sizing.png
The bar under the picture is 20 microns long.
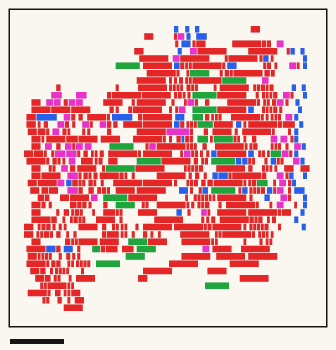
layers.png
The bar under the picture is 20 microns long.
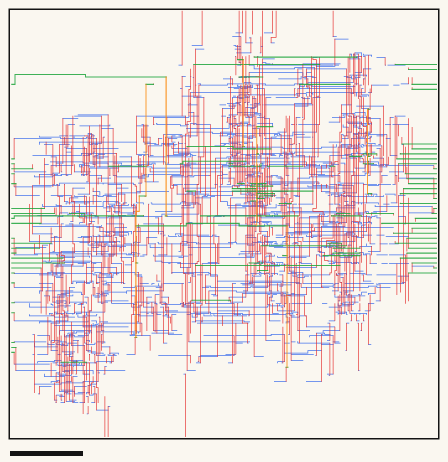
m3.png
The bar under the picture is 20 microns long.
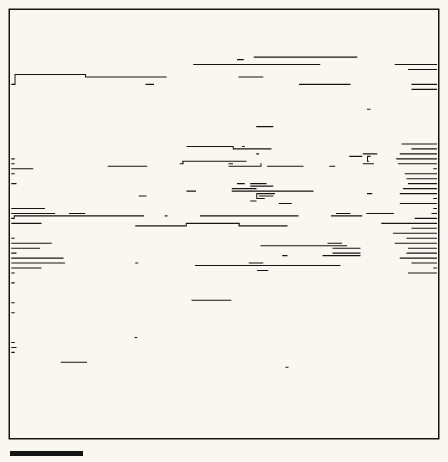
m4.png
Supply wires on this layer in gray. Cells faint in the background.
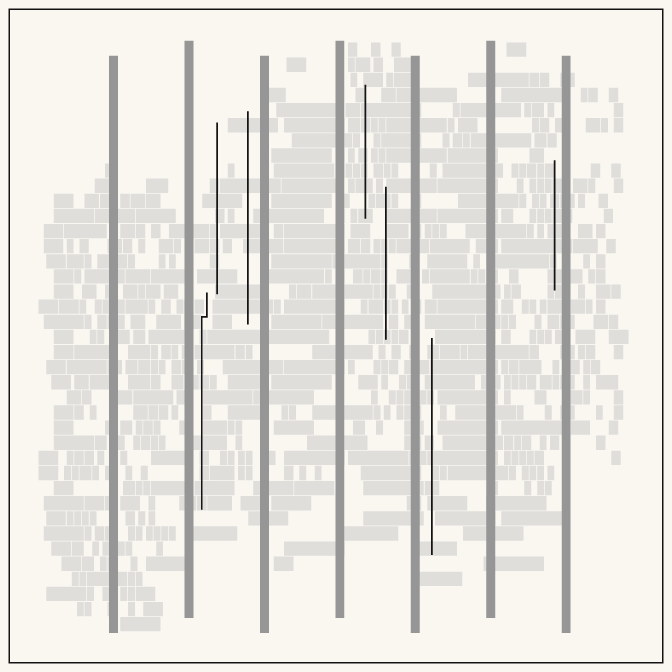
### config.mk
export PLATFORM = sky130hd
export DESIGN_NAME = dlfloat_stream_rx_flat
export DESIGN_NICKNAME = d
export VERILOG_FILES = /design/src/rtl/dlfloat_stream_if.sv /design/src/rtl/dlfloat_stream_rx.sv /design/src/flat_wrapper.sv
export SDC_FILE = /design/constraint.sdc
export NUM_CORES = 1
export LEC_CHECK = 0
export ABC_AREA = 1
export CAP_MARGIN = 25
export CORE_MARGIN = 5
export CORE_UTILIZATION = 41
export CTS_CLUSTER_SIZE = 8
export DETAILED_ROUTE_END_ITERATION = 8
export PLACE_DENSITY = 0.75
export SYNTH_ARGS = -nofsm -noshare
export SYNTH_HDL_FRONTEND = slang
export SYNTH_SLANG_ARGS = --single-unit
### constraint.sdc
create_clock -name clk -period 2.2 [get_ports clk]
set_input_delay 0.44 -clock clk [delete_from_list [all_inputs] [get_ports clk]]
set_output_delay 0.44 -clock clk [all_outputs]
set_load 0.02 [all_outputs]
### src/rtl/dlfloat_stream_if.sv
// Byte-in / word-out bundle for the DLFloat16 result stream receiver.
// The master drives the byte strobe and word_ready. The slave is the receiver and returns the head word.
interface dlfloat_stream_if #(
   parameter int DEPTH = 4,
   parameter int CNT_W = 16
);
   localparam int LVL_W = $clog2(DEPTH) + 1;

   logic              en;
   logic              align;
   logic [7:0]        byte_in;
   logic              word_valid;
   logic              word_ready;
   logic [15:0]       word_data;
   logic              word_sign;
   logic [5:0]        word_exp;
   logic [8:0]        word_mant;
   logic              word_is_zero;
   logic              word_is_special;
   logic              overflow;
   logic [CNT_W-1:0]  word_count;
   logic [LVL_W-1:0]  fifo_level;

   modport master (
      output en, align, byte_in, word_ready,
      input  word_valid, word_data, word_sign, word_exp, word_mant,
             word_is_zero, word_is_special, overflow, word_count, fifo_level
   );

   modport slave (
      input  en, align, byte_in, word_ready,
      output word_valid, word_data, word_sign, word_exp, word_mant,
             word_is_zero, word_is_special, overflow, word_count, fifo_level
   );
endinterface

### src/rtl/dlfloat_stream_rx.sv
// Rebuilds 16-bit DLFloat16 words from a low-byte-first byte stream.
// The words are queued in a small FIFO and the head word is decoded into its fields.
//
//   state   | meaning
//   --------+----------------------------------------------
//   PH_LOW  | next strobed byte is the low byte of a word
//   PH_HIGH | low byte held in low_q; next byte completes it
module dlfloat_stream_rx #(
   parameter int DEPTH = 4,
   parameter int CNT_W = 16
) (
   input logic            clk,
   input logic            rst,
   dlfloat_stream_if.slave bus
);
   localparam int PTR_W = $clog2(DEPTH);
   localparam int LVL_W = $clog2(DEPTH) + 1;

   typedef enum logic {PH_LOW, PH_HIGH} phase_e;

   phase_e            phase_q, phase_d;
   logic [7:0]        low_q, low_d;
   logic [15:0]       mem_q [DEPTH];
   logic [PTR_W-1:0]  rd_q, rd_d, wr_q, wr_d;
   logic [LVL_W-1:0]  level_q, level_d;
   logic              ovf_q, ovf_d;
   logic [CNT_W-1:0]  cnt_q, cnt_d;

   logic              push, push_ok, pop, empty, full, drop;
   logic [15:0]       asm_word, head;

   always_ff @(posedge clk) begin
      if (rst) begin
         phase_q <= PH_LOW;
         low_q   <= '0;
         rd_q    <= '0;
         wr_q    <= '0;
         level_q <= '0;
         ovf_q   <= 1'b0;
         cnt_q   <= '0;
      end else begin
         phase_q <= phase_d;
         low_q   <= low_d;
         rd_q    <= rd_d;
         wr_q    <= wr_d;
         level_q <= level_d;
         ovf_q   <= ovf_d;
         cnt_q   <= cnt_d;
      end
   end

   // Storage needs no reset; an empty FIFO masks the head to zero.
   always_ff @(posedge clk) begin
      if (push_ok && !rst) mem_q[wr_q] <= asm_word;
   end

   always_comb begin
      phase_d = phase_q;
      low_d   = low_q;
      push    = 1'b0;
      if (bus.en) begin
         if (bus.align || phase_q == PH_LOW) begin
            low_d   = bus.byte_in;
            phase_d = PH_HIGH;
         end else begin
            push    = 1'b1;
            phase_d = PH_LOW;
         end
      end
   end

   assign asm_word = {bus.byte_in, low_q};
   assign empty    = (level_q == '0);
   assign full     = (level_q == LVL_W'(DEPTH));
   assign pop      = !empty && bus.word_ready;
   // When the FIFO is full, a concurrent pop frees the slot the push needs.
   assign push_ok  = push && (!full || pop);
   assign drop     = push && full && !pop;

   always_comb begin
      rd_d    = rd_q;
      wr_d    = wr_q;
      level_d = level_q;
      ovf_d   = ovf_q | drop;
      cnt_d   = cnt_q;
      if (push_ok) begin
         wr_d  = wr_q + PTR_W'(1);
         cnt_d = cnt_q + CNT_W'(1);
      end
      if (pop) rd_d = rd_q + PTR_W'(1);
      if (push_ok && !pop)      level_d = level_q + LVL_W'(1);
      else if (pop && !push_ok) level_d = level_q - LVL_W'(1);
   end

   assign head                = empty ? 16'h0000 : mem_q[rd_q];
   assign bus.word_valid      = !empty;
   assign bus.word_data       = head;
   assign bus.word_sign       = head[15];
   assign bus.word_exp        = head[14:9];
   assign bus.word_mant       = head[8:0];
   assign bus.word_is_zero    = (head == 16'h0000);
   assign bus.word_is_special = (head == 16'hFFFF);
   assign bus.overflow        = ovf_q;
   assign bus.word_count      = cnt_q;
   assign bus.fifo_level      = level_q;
endmodule
### src/flat_wrapper.sv
// flat-port wrapper written by rule: the top's interface ports become plain ports
module dlfloat_stream_rx_flat 
#(
   parameter int DEPTH = 4,
   parameter int CNT_W = 16
)
  (clk, rst, bus_en, bus_align, bus_byte_in, bus_word_ready, bus_word_valid, bus_word_data, bus_word_sign, bus_word_exp, bus_word_mant, bus_word_is_zero, bus_word_is_special, bus_overflow, bus_word_count, bus_fifo_level);
  dlfloat_stream_if #(.DEPTH(DEPTH), .CNT_W(CNT_W)) bus_i ();
  input logic clk;
  input logic rst;
  input wire logic [$bits(bus_i.en)-1:0] bus_en;
  input wire logic [$bits(bus_i.align)-1:0] bus_align;
  input wire logic [$bits(bus_i.byte_in)-1:0] bus_byte_in;
  input wire logic [$bits(bus_i.word_ready)-1:0] bus_word_ready;
  output wire logic [$bits(bus_i.word_valid)-1:0] bus_word_valid;
  output wire logic [$bits(bus_i.word_data)-1:0] bus_word_data;
  output wire logic [$bits(bus_i.word_sign)-1:0] bus_word_sign;
  output wire logic [$bits(bus_i.word_exp)-1:0] bus_word_exp;
  output wire logic [$bits(bus_i.word_mant)-1:0] bus_word_mant;
  output wire logic [$bits(bus_i.word_is_zero)-1:0] bus_word_is_zero;
  output wire logic [$bits(bus_i.word_is_special)-1:0] bus_word_is_special;
  output wire logic [$bits(bus_i.overflow)-1:0] bus_overflow;
  output wire logic [$bits(bus_i.word_count)-1:0] bus_word_count;
  output wire logic [$bits(bus_i.fifo_level)-1:0] bus_fifo_level;
  assign bus_i.en = bus_en;
  assign bus_i.align = bus_align;
  assign bus_i.byte_in = bus_byte_in;
  assign bus_i.word_ready = bus_word_ready;
  assign bus_word_valid = bus_i.word_valid;
  assign bus_word_data = bus_i.word_data;
  assign bus_word_sign = bus_i.word_sign;
  assign bus_word_exp = bus_i.word_exp;
  assign bus_word_mant = bus_i.word_mant;
  assign bus_word_is_zero = bus_i.word_is_zero;
  assign bus_word_is_special = bus_i.word_is_special;
  assign bus_overflow = bus_i.overflow;
  assign bus_word_count = bus_i.word_count;
  assign bus_fifo_level = bus_i.fifo_level;
  dlfloat_stream_rx #(.DEPTH(DEPTH), .CNT_W(CNT_W)) u_core (.clk(clk), .rst(rst), .bus(bus_i));
endmodule
==> impl_metrics.yaml <==
# yosys + openroad results
layout:
  buf_share_pct: 16.1
  flops: 99
  fillers: 1027
  seq_area_sq_um: 2630
  n_clock_buffer: 12
  largest_register_ffs: 64
  drive_above_1_share_pct: 20.2
  top_register: "u_core.mem_q"
  comb_area_sq_um: 1630
  inv_count: 77
  final-clk-cell-share_pct: 5.48
  diodes: 0
  lay_top_count: "nand2_1"
  final_cells: 790
  seqAreaFraction_pct: 43.5
  post-route-util_pct: 53.2
  lay_top_cells: "154 x nand2_1, 74 x inv_1, 64 x edfxtp_1, 48 x nor2_1, 45 x nand3_1"
  sh_comb_area_pct: 26.9
  largest_class: "flip-flops and latches"
  nNonClkBuffers: 115
  nets: 662
  logic_gates: 340
final_timing:
  slew_headroom_pct: 76.2
  setup_viol: 0
  finClkSkew_ps: 9.76
  rsz0062_at_grt: "yes"
  period_needed_ps: 2200
  whs_ps: 467
  fin_crit_sh_pct: 99.9
  setup_tns_ps: 0
  slew_viol_final: 0
  worst_pin_slew_ps: 355
  max_freq_mhz: 455
  setup_slack_ps: 1.90
  finalHoldViolCount: 0
floorplanning:
  coreArea_sq_um: 11400
  tap_cells: 143
  fp_util_pct: 41.5
  io_pins: 68
  dieHeight_microns: 117
  fp.dieArea_sq_um: 13800
  die_x_microns: 117
  fp-row-count: 39
synth:
  synth_area_per_cell_sq_um: 8.64
  yosys_area_sq_um: 4720
  synth.cell_area_sq_um: 4720
  yosys.cell_count.top_type: "nand2_1"
  seq_area_frac_synth_pct: 55.6
  ys.flops: 99
  aoi_share_pct: 4.16
  ys_top_cells_by_count: "160 x nand2_1, 74 x inv_1, 64 x edfxtp_1, 53 x nor2_1, 49 x nand3_1"
  flop_cell: "edfxtp_1"
  synthXorXnorAreaFrac_pct: 0.186
  synthCells: 546
  top_area_cell: "edfxtp_1"
  top_area_share_pct: 40.7
  yosys_warnings: 0
  synthArstFlopShare_pct: 0
  edf_count: 64
  floorplan.nets: 566
  synthAdderAreaFrac_pct: 2.01
  simple_gate_area_share_pct: 26.8
  topCellsByArea: "edfxtp_1 41%, dfxtp_1 15%, nand2_1 13%"
  ys_top_logic_family: "simple AND/OR/NAND/NOR gates"
  yosysCellCount: 546
  mux_area_share_pct: 0
  synth_cell_type_count: 31
global_route:
  use_met3_pct: 3.03
  top_usage_layer: "met2"
  grt_antenna_before_repair: 0
  grtUsageMet1_pct: 20.8
  grt_pass1_vias: 3806
  grt_max_degree: 34
  grt_use_met2_pct: 28.5
  grt.overflow.total: 0
  grt_pass1_wl_microns: 17800
worst_setup_path:
  crit_path_cell_trace: "buf_4 -> nand2_1 -> nand3_1 -> nand3_2 -> nand2_1 -> nor2_2 -> nand2_1 -> nor2_1 -> buf_4"
  crit_arrival_ps: 1760
  crit_buf_inv: 2
  cp_common_cell: "nand2_1"
  crit_path_start_kind: "flop"
  critical_path_class: "flop to output port"
  slowest_stage: "dfxtp_4"
  reg2reg_from: "u_core.bus.fifo_level[1]"
  required_ps: 1760
  critical_path.max_stage_delay_ps: 390
  cp_max_fo: 6
  path_delay_family: "simple AND/OR/NAND/NOR gates"
  cp-end-kind: "output port"
min_path:
  min_path_type: "flop to flop"
  hold_start: "u_core.rd_q[1]"
clock_network:
  cts_htree_levels: 3
  clock-sinks: 99
  cts_buffers: 9
  cts_resized: 80
  cts_root_buf: "clkbuf_16"
  clockBufferDepth: 2
  post_cts_buffers: 0
  cts_hold_buf: 0
  cts_tree: "built"
  clkTransAtPathRegs_ps: 70
  clkLatencyLatePin_ps: 350
drt:
  ant_nets: 0
  drtIter0Drc: 293
  top_layer_used: "met4"
  met1_length_microns: 4650
  wl_met3_microns: 869
  route.detailed.drc: 0
  viasPerCell: 4.91
  drt_first_pass_iters: 4
  wl_met2_microns: 5580
power:
  peakVddDrop_uv: 704
  power.density_nw_per_um2: 1120
  p_total_mw: 6.74
  leakage_nw: 2.70
job:
  log.warning_count: 31
  drv_cap: 0
placed_design:
  dpl.cell_count: 772
  place_ws_ps: -242
  hpwlAfterDp_microns: 7640
  port_buffers: 67
  gp_congestion: 0.854
  placed_cell_area_sq_um: 5760
run_status:
  status: "finished clean"
Back to the opening pictures, sizing.png:
size	color	cells	share	most used
x2	blue	58	9.0%	clkbuf_2
x1 and smaller	red	516	80%	nand2_1
x3 and x4	magenta	49	7.6%	buf_4
x6 and larger	green	24	3.7%	clkbuf_16
Design Area, Final: 6050 sq um
area grow syn2layout: 28.1%

Back to the opening pictures, layers.png:
layer	color	wire length
M2	red	5580 microns
M4	orange	221 microns
M1	blue	4650 microns
M3	green	869 microns
routed vias: 3879
DR WL/cell: 14.3 microns
Total Wirelength: 11300 microns
GRT Total Usage: 16.7%

Back to the opening pictures, m3.png:
wire length on this layer	869 microns
nets with wire on the layer	88
main direction	horizontal
longest straight run	39.6 microns

Back to the opening pictures, m4.png:
longest straight run	38.8 microns
share of all routed wire	2.0%
wire length on this layer	221 microns
nets with wire on the layer	4

[worst paths after layout]
| kind | to | slack (ps) | cells after the start |
|---|---|---|---|
| setup / recovery | bus_word_is_zero | 2 | 9 |
| hold / removal | flop | 470 | 2 |
| setup reg to reg | u_core.bus.fifo_level[1] | 180 | 10 |
| hold reg to reg | flop | 470 | 2 |
[power by group]
| part | leakage (nW) | switching [mW] | total (mW) | internal [mW] |
|---|---|---|---|---|
| clock | 0.160 | 0.682 | 1.71 | 1.02 |
| sequential | 0.868 | 0.0788 | 2.13 | 2.06 |
| combinational | 1.67 | 1.77 | 2.90 | 1.13 |
| total | 2.70 | 2.53 | 6.74 | 4.21 |
Power is estimated from default activity; no workload was simulated.
